**Metal 2**

Bar = 50 µm.
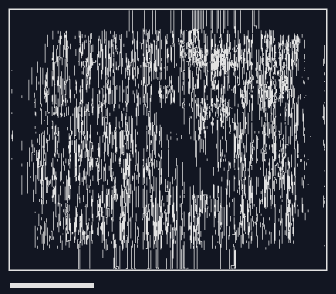
**Floorplan with the power grid**

Pins as bars on the die edge. Tap cells in gray.
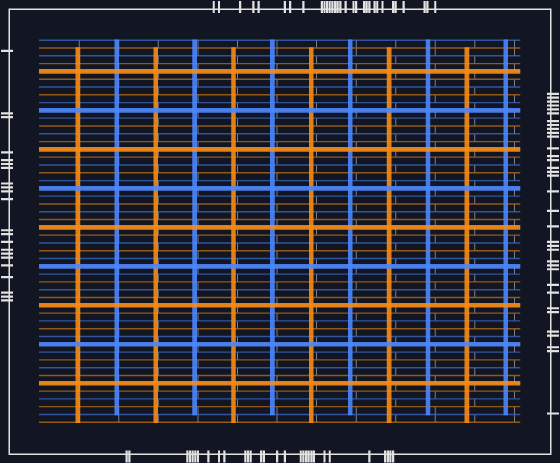
[src/rtl/adc_sync_aligner.sv]
// Per-channel deskew and sync-framing stage for multi-ADC capture.
// Delays each channel by a programmable number of valid samples and aligns a frame counter to sync.
module adc_sync_aligner #(
    parameter int NUM_ADC   = 4,
    parameter int ADC_BITS  = 8,
    parameter int MAX_DELAY = 8,
    parameter int FRAME_LEN = 1024,
    parameter int DLY_W     = $clog2(MAX_DELAY)
) (
    input  logic                          user_clk,
    input  logic                          reset_n,
    input  logic                          in_valid,
    input  logic [NUM_ADC*ADC_BITS-1:0]   in_data,
    input  logic                          in_sync,
    input  logic [NUM_ADC*DLY_W-1:0]      ch_delay,
    input  logic                          arm,
    output logic                          out_valid,
    output logic [NUM_ADC*ADC_BITS-1:0]   out_data,
    output logic                          out_frame,
    output logic [15:0]                   frame_cnt,
    output logic [1:0]                    state,
    output logic                          sync_err,
    output logic [15:0]                   gap_cnt
);

    localparam int FILL_W = $clog2(MAX_DELAY + 1);
    localparam int CNT_W  = $clog2(FRAME_LEN);

    typedef enum logic [1:0] {
        IDLE    = 2'd0,
        ARMED   = 2'd1,
        RUNNING = 2'd2
    } state_t;

    state_t                      state_q, state_d;
    logic [ADC_BITS-1:0]         sreg [NUM_ADC][MAX_DELAY-1];
    logic [ADC_BITS-1:0]         win  [NUM_ADC][MAX_DELAY];
    logic [NUM_ADC*ADC_BITS-1:0] tap_data;
    logic [FILL_W-1:0]           fill_q;
    logic                        sync_prev_q;
    logic [CNT_W-1:0]            sample_cnt_q, sample_cnt_d;
    logic [15:0]                 frame_cnt_d, gap_d;
    logic                        sync_err_d, frame_d;
    logic                        sample_fire, sync_edge;

    // A sample is presented only once every tap of the window holds accepted data.
    assign sample_fire = in_valid && (fill_q >= FILL_W'(MAX_DELAY - 1));
    assign sync_edge   = in_valid && in_sync && !sync_prev_q;
    assign state       = state_q;

    always_ff @(posedge user_clk or negedge reset_n) begin
        if (!reset_n) begin
            for (int c = 0; c < NUM_ADC; c++)
                for (int k = 0; k < MAX_DELAY - 1; k++)
                    sreg[c][k] <= '0;
        end else if (in_valid) begin
            for (int c = 0; c < NUM_ADC; c++) begin
                sreg[c][0] <= in_data[c*ADC_BITS +: ADC_BITS];
                for (int k = 1; k < MAX_DELAY - 1; k++)
                    sreg[c][k] <= sreg[c][k-1];
            end
        end
    end

    // Tap 0 is the sample arriving this cycle, so delay 0 adds no samples of skew.
    always_comb begin
        tap_data = '0;
        for (int c = 0; c < NUM_ADC; c++) begin
            win[c][0] = in_data[c*ADC_BITS +: ADC_BITS];
            for (int k = 1; k < MAX_DELAY; k++)
                win[c][k] = sreg[c][k-1];
            tap_data[c*ADC_BITS +: ADC_BITS] = win[c][ch_delay[c*DLY_W +: DLY_W]];
        end
    end

    always_ff @(posedge user_clk or negedge reset_n) begin
        if (!reset_n) begin
            fill_q      <= '0;
            sync_prev_q <= 1'b1;
        end else if (in_valid) begin
            sync_prev_q <= in_sync;
            if (fill_q != FILL_W'(MAX_DELAY))
                fill_q <= fill_q + FILL_W'(1);
        end
    end

    always_comb begin
        state_d      = state_q;
        sample_cnt_d = sample_cnt_q;
        frame_cnt_d  = frame_cnt;
        sync_err_d   = sync_err;
        gap_d        = gap_cnt;
        frame_d      = 1'b0;
        if (arm) begin
            state_d     = ARMED;
            sync_err_d  = 1'b0;
            gap_d       = '0;
            frame_cnt_d = '0;
        end else begin
            case (state_q)
                IDLE: ;
                ARMED: begin
                    if (sync_edge && sample_fire) begin
                        state_d      = RUNNING;
                        frame_d      = 1'b1;
                        sample_cnt_d = CNT_W'(1);
                        frame_cnt_d  = '0;
                    end
                end
                RUNNING: begin
                    if (!in_valid) begin
                        if (gap_cnt != 16'hFFFF)
                            gap_d = gap_cnt + 16'd1;
                    end else if (sync_edge || sample_cnt_q == '0) begin
                        // A sync edge off the frame boundary restarts the frame on this sample.
                        if (sync_edge && sample_cnt_q != '0)
                            sync_err_d = 1'b1;
                        frame_d      = sample_fire;
                        sample_cnt_d = CNT_W'(1);
                        frame_cnt_d  = frame_cnt + 16'd1;
                    end else begin
                        sample_cnt_d = sample_cnt_q + CNT_W'(1);
                    end
                end
                default: state_d = IDLE;
            endcase
        end
    end

    always_ff @(posedge user_clk or negedge reset_n) begin
        if (!reset_n) begin
            state_q      <= IDLE;
            sample_cnt_q <= '0;
            out_valid    <= 1'b0;
            out_data     <= '0;
            out_frame    <= 1'b0;
            frame_cnt    <= '0;
            sync_err     <= 1'b0;
            gap_cnt      <= '0;
        end else begin
            state_q      <= state_d;
            sample_cnt_q <= sample_cnt_d;
            out_valid    <= sample_fire;
            if (sample_fire)
                out_data <= tap_data;
            out_frame    <= frame_d;
            frame_cnt    <= frame_cnt_d;
            sync_err     <= sync_err_d;
            gap_cnt      <= gap_d;
        end
    end

endmodule

[config.mk]
export PLATFORM = sky130hd
export DESIGN_NAME = adc_sync_aligner
export DESIGN_NICKNAME = d
export VERILOG_FILES = /design/src/rtl/adc_sync_aligner.sv
export SDC_FILE = /design/constraint.sdc
export NUM_CORES = 1
export LEC_CHECK = 0
export CORE_ASPECT_RATIO = 0.8
export CORE_MARGIN = 10
export CORE_UTILIZATION = 63
export CTS_CLUSTER_SIZE = 24
export DETAILED_ROUTE_END_ITERATION = 16
export PLACE_DENSITY = 0.86
export SETUP_SLACK_MARGIN = 0.1
export SLEW_MARGIN = 20
export SYNTH_ARGS = -nofsm -noshare
export SYNTH_HDL_FRONTEND = slang
export SYNTH_SLANG_ARGS = --single-unit
[constraint.sdc]
create_clock -name user_clk -period 5 [get_ports user_clk]
set_clock_uncertainty 0.2 [all_clocks]
set_input_delay 1.5 -clock user_clk [delete_from_list [all_inputs] [get_ports user_clk]]
set_output_delay 1.5 -clock user_clk [all_outputs]
set_load 0.02 [all_outputs]
==> impl_report.txt <==
FLOW METRICS REPORT
----------------------------------------------------
[Status]
  Status ........................ finished, final reports clean

[Worst setup path]
  Highest cell delay on the worst timing path ........................ 0.65 ns
  Master of the slowest instance on the critical path ........................ clkdlybuf4s50_1
  Family with the most delay on the worst path ........................ buffers and inverters
  Largest fanout of any net on the critical path ........................ 8
  Endpoint kind of the worst setup timing path ........................ output port
  CP required ........................ 3.30 ns
  Worst setup path category ........................ reg -> out
  Total buffers and inverters traversed by the critical path ........................ 1
  Kind of start point of the critical path ........................ flip-flop
  WP data arrival ........................ 1.67 ns

[Timing]
  Final-layout worst hold slack ........................ 0.2817 ns
  Final-report hold violation count ........................ 0
  Count of pins over their slew limit ........................ 0
  F_max ........................ 296.6 MHz
  Headroom to the max-slew limit ........................ 0.3203
  Setup violations, final ........................ 0
  Final total negative setup slack ........................ 0 ns
  Final WS setup ........................ 1.629 ns
  Tightest Pin Transition ........................ 1.013 ns
  Final clock period utilization by the worst path ........................ 0.6742

[Die]
  Core Rows ........................ 49
  FP Core Util ........................ 0.6385
  I/O pin count ........................ 118
  Chip width ........................ around 190 µm
  DIE AREA ........................ 29140 µm²
  Area of the core ........................ 22380 µm²
  Die Span Y ........................ 154.7 µm

[Pwr]
  Proportion of total power due to net switching ........................ 0.2708
  Worst IR drop on VDD ........................ 0.0003454 V
  Reg power frac ........................ 0.447
  Power density relative to cell area ........................ 464.3 nW/µm²
  Power share of the combinational group ........................ 0.215
  Clock network fraction of design power ........................ 0.338
  Leak pwr ........................ 6.952 nW
  Total net switching power ........................ 2.122 mW
  Internal power contribution ........................ ~5.7 mW

[Finish]
  Final net count ........................ 1172
  Layout Cells excl Fill ........................ 1445
  Ratio of cells with drive above 1 in the final layout ........................ 0.3310
  Signed area change from the synthesized netlist to the final layout ........................ 18.12%
  Area of all placed cells without fillers ........................ 16880 µm²
  Ant diodes ........................ 0

[Yosys]
  Number of flops mapped to enable cells by yosys ........................ 0
  Most instantiated library cell after synthesis ........................ dfrtp_1
  Max-area cell share ........................ 0.5377
  Synth Area per Inst ........................ 13.97 µm²
  Synth area leaders ........................ dfrtp_1 (54%), mux2_2 (18%), mux4_2 (10%)
  Cell type with the largest total area ........................ dfrtp_1
  Yosys-reported design area after synthesis ........................ 14290 µm²
  Number of unique standard cell types used by synthesis ........................ 61
  Fraction of the yosys area taken by sequential cells ........................ 0.5395
  Post-synthesis async set-or-reset flop share ........................ 1.000
  Number of warnings issued by yosys ........................ 0
  Main flop type ........................ dfrtp_1
  Synth top cells by count ........................ dfrtp_1 (307), mux2_2 (233), nand2_1 (66), mux4_2 (64), clkbuf_1 (52)
  Cell count in the Yosys report ........................ 1023
  Cells after Synth ........................ between 1k and 1.5k
  Floorplan Nets ........................ ~1.1k

[Detailed routing]
  Via count of the routed design ........................ roughly 8.9k
  Per-cell routed wire length ........................ 19.93 µm
  Total DRC errors in the routed layout ........................ 0
  Wire length after detailed routing ........................ 28.80 mm
  Post-route antenna net violation count ........................ 0

[Clock network]
  Clock-pin slew reported for the worst setup and hold paths after clock tree synthesis ........................ 0.06 ns
  Number of cells upsized or downsized after cts ........................ 0
  Root cell of the clock tree ........................ clkbuf_16
  Clock buffers created by TritonCTS ........................ 31
  Clock sink count ........................ 308
  Count of buffers added by post-CTS timing repair for setup ........................ 0
  Longest Clk Path Bufs ........................ 3
  Post-CTS Hold Buffers ........................ 0
  Clock tree from TritonCTS ........................ done
  H-tree levels ........................ 1

[GRT]
  Number of antenna violations at the first check in global routing ........................ 0
  Wire length of the first global-routing pass ........................ 48.61 mm
  Overflow left after global routing ........................ 0
  Total GRT Usage ........................ 0.1965
  Via count of the first global-routing pass ........................ approximately 9.4k

[Placement]
  IO Port Bufs ........................ between 100 and 150
  DPL Wire Length ........................ ~18 mm
  Post-placement setup slack ........................ 1.176 ns
  Number of placed instances, taps included ........................ 1388
  Final RePlAce weighted congestion ........................ 0.8527
  Placed cell area ........................ around 16000 µm²

[Hold path]
  Worst min path class ........................ reg -> reg

[Run]
  Max-cap violation count ........................ 0
  Stage-log warning count ........................ 33

----------------------------------------------------
## Picture notes: 'metal 2'
longest straight run	61.6 µm
share of all routed wire	49%
nets with wire on the layer	1071
main direction	vertical
wire length on this layer	14200 µm

## Picture notes: 'floorplan with the power grid'
color	net
orange	VSS
blue	VDD
met1 rails	50
signal pins	118

## tightest hold or removal path, cell delays in order (launching register included)
cell     delay (ns)
dfrtp_1        0.34
nand2_1        0.05
o21ai_0        0.06
## registers in the layout, summed over array words and instances, names as in the netlist
name,cells
sync_err,1
fill_q,4
out_valid,1
state,2
out_data,32
sync_prev_q,1
sreg,224
out_frame,1
sample_cnt_q,10
gap_cnt,16
frame_cnt,16
## final timing paths
| path | startpoint | end | slack [ns] | cells past startpoint |
|---|---|---|---|---|
| hold / removal | out_data[28] | out_data[28] | 0.28 | 2 |
| min in group asynchronous | reset_n | sreg[34] | 0.73 | 1 |
| hold reg to reg | out_data[28] | out_data[28] | 0.28 | 2 |
| setup / recovery | gap_cnt[8] | gap_cnt[8] | 1.63 | 1 |
| max in group asynchronous | reset_n | gap_cnt[6] | 2.82 | 2 |
| setup reg to reg | state[0] | sample_cnt_q[9] | 2.15 | 6 |
## area by class of cell
| cell class | count | area, µm² |
|---|---|---|
| clock buffer | 40 | 859.6 |
| clock inverter | 17 | 331.6 |
| fill | 1389 | 5500 |
| inverter | 19 | 71.32 |
| multi-input combinational | 626 | 6227 |
| sequential | 308 | 7709 |
| tap | 306 | 382.9 |
| timing repair buffer | 129 | 1296 |
## kinds of logic after synthesis
| family | count (synthesis) | share of synthesized area |
|---|---|---|
| adders and majority gates | 8 | 0.007006 |
| and+or+nand+nor | 170 | 0.06252 |
| buffers and inverters | 89 | 0.02487 |
| DFF | 308 | 0.5395 |
| xor gates and xnor gates | 2 | 0.001226 |
| muxes | 330 | 0.3076 |
| AOI/OAI and AO/OA | 116 | 0.05727 |
## layout by cell type, fill, tap and decap left out, types with 5 or more instances in the layout
| master | synthesis | routed |
|---|---|---|
| a22oi_1 | 7 | 7 |
| nor2_1 | 16 | 16 |
| mux4_2 | 64 | 64 |
| dfrtp_1 | 307 | 307 |
| nand2_1 | 66 | 66 |
| clkdlybuf4s50_1 | 0 | 115 |
| o32ai_1 | 10 | 10 |
| a21oi_1 | 10 | 10 |
| mux2_2 | 233 | 233 |
| clkbuf_16 | 0 | 31 |
| and4_1 | 5 | 5 |
| nor2b_1 | 7 | 7 |
| ha_1 | 8 | 8 |
| nand4_1 | 17 | 17 |
| inv_1 | 19 | 19 |
| o41ai_1 | 5 | 5 |
| nor4_1 | 6 | 6 |
| buf_4 | 0 | 10 |
| o21ai_0 | 37 | 37 |
| mux2i_1 | 33 | 33 |
| or3_1 | 5 | 5 |
| nand3_1 | 16 | 16 |
| clkbuf_8 | 0 | 5 |
| or4_1 | 6 | 6 |
| bufinv_16 | 0 | 9 |
## power groups by stage
stage | Clock [mW] | Sequential (mW) | Combinational (mW)
after floorplan | 0 | 3.55 | 1.01
after detailed placement | 0 | 3.53 | 1.70
final | 2.65 | 3.50 | 1.68
after CTS | 2.70 | 3.50 | 1.71
after global routing | 2.81 | 3.58 | 1.84
after global placement | 0 | 3.49 | 1.63
## metal layers
layer  up-vias  wire [µm]  global-route usage
met4         0        506             0.04376
met1      4629      12820              0.2697
li1       4038          -                   -
met2       217      14210              0.3241
met5         -          0                   0
met3        36       1263             0.03326
No activity file was given, so power comes from the tool's default toggle rates.
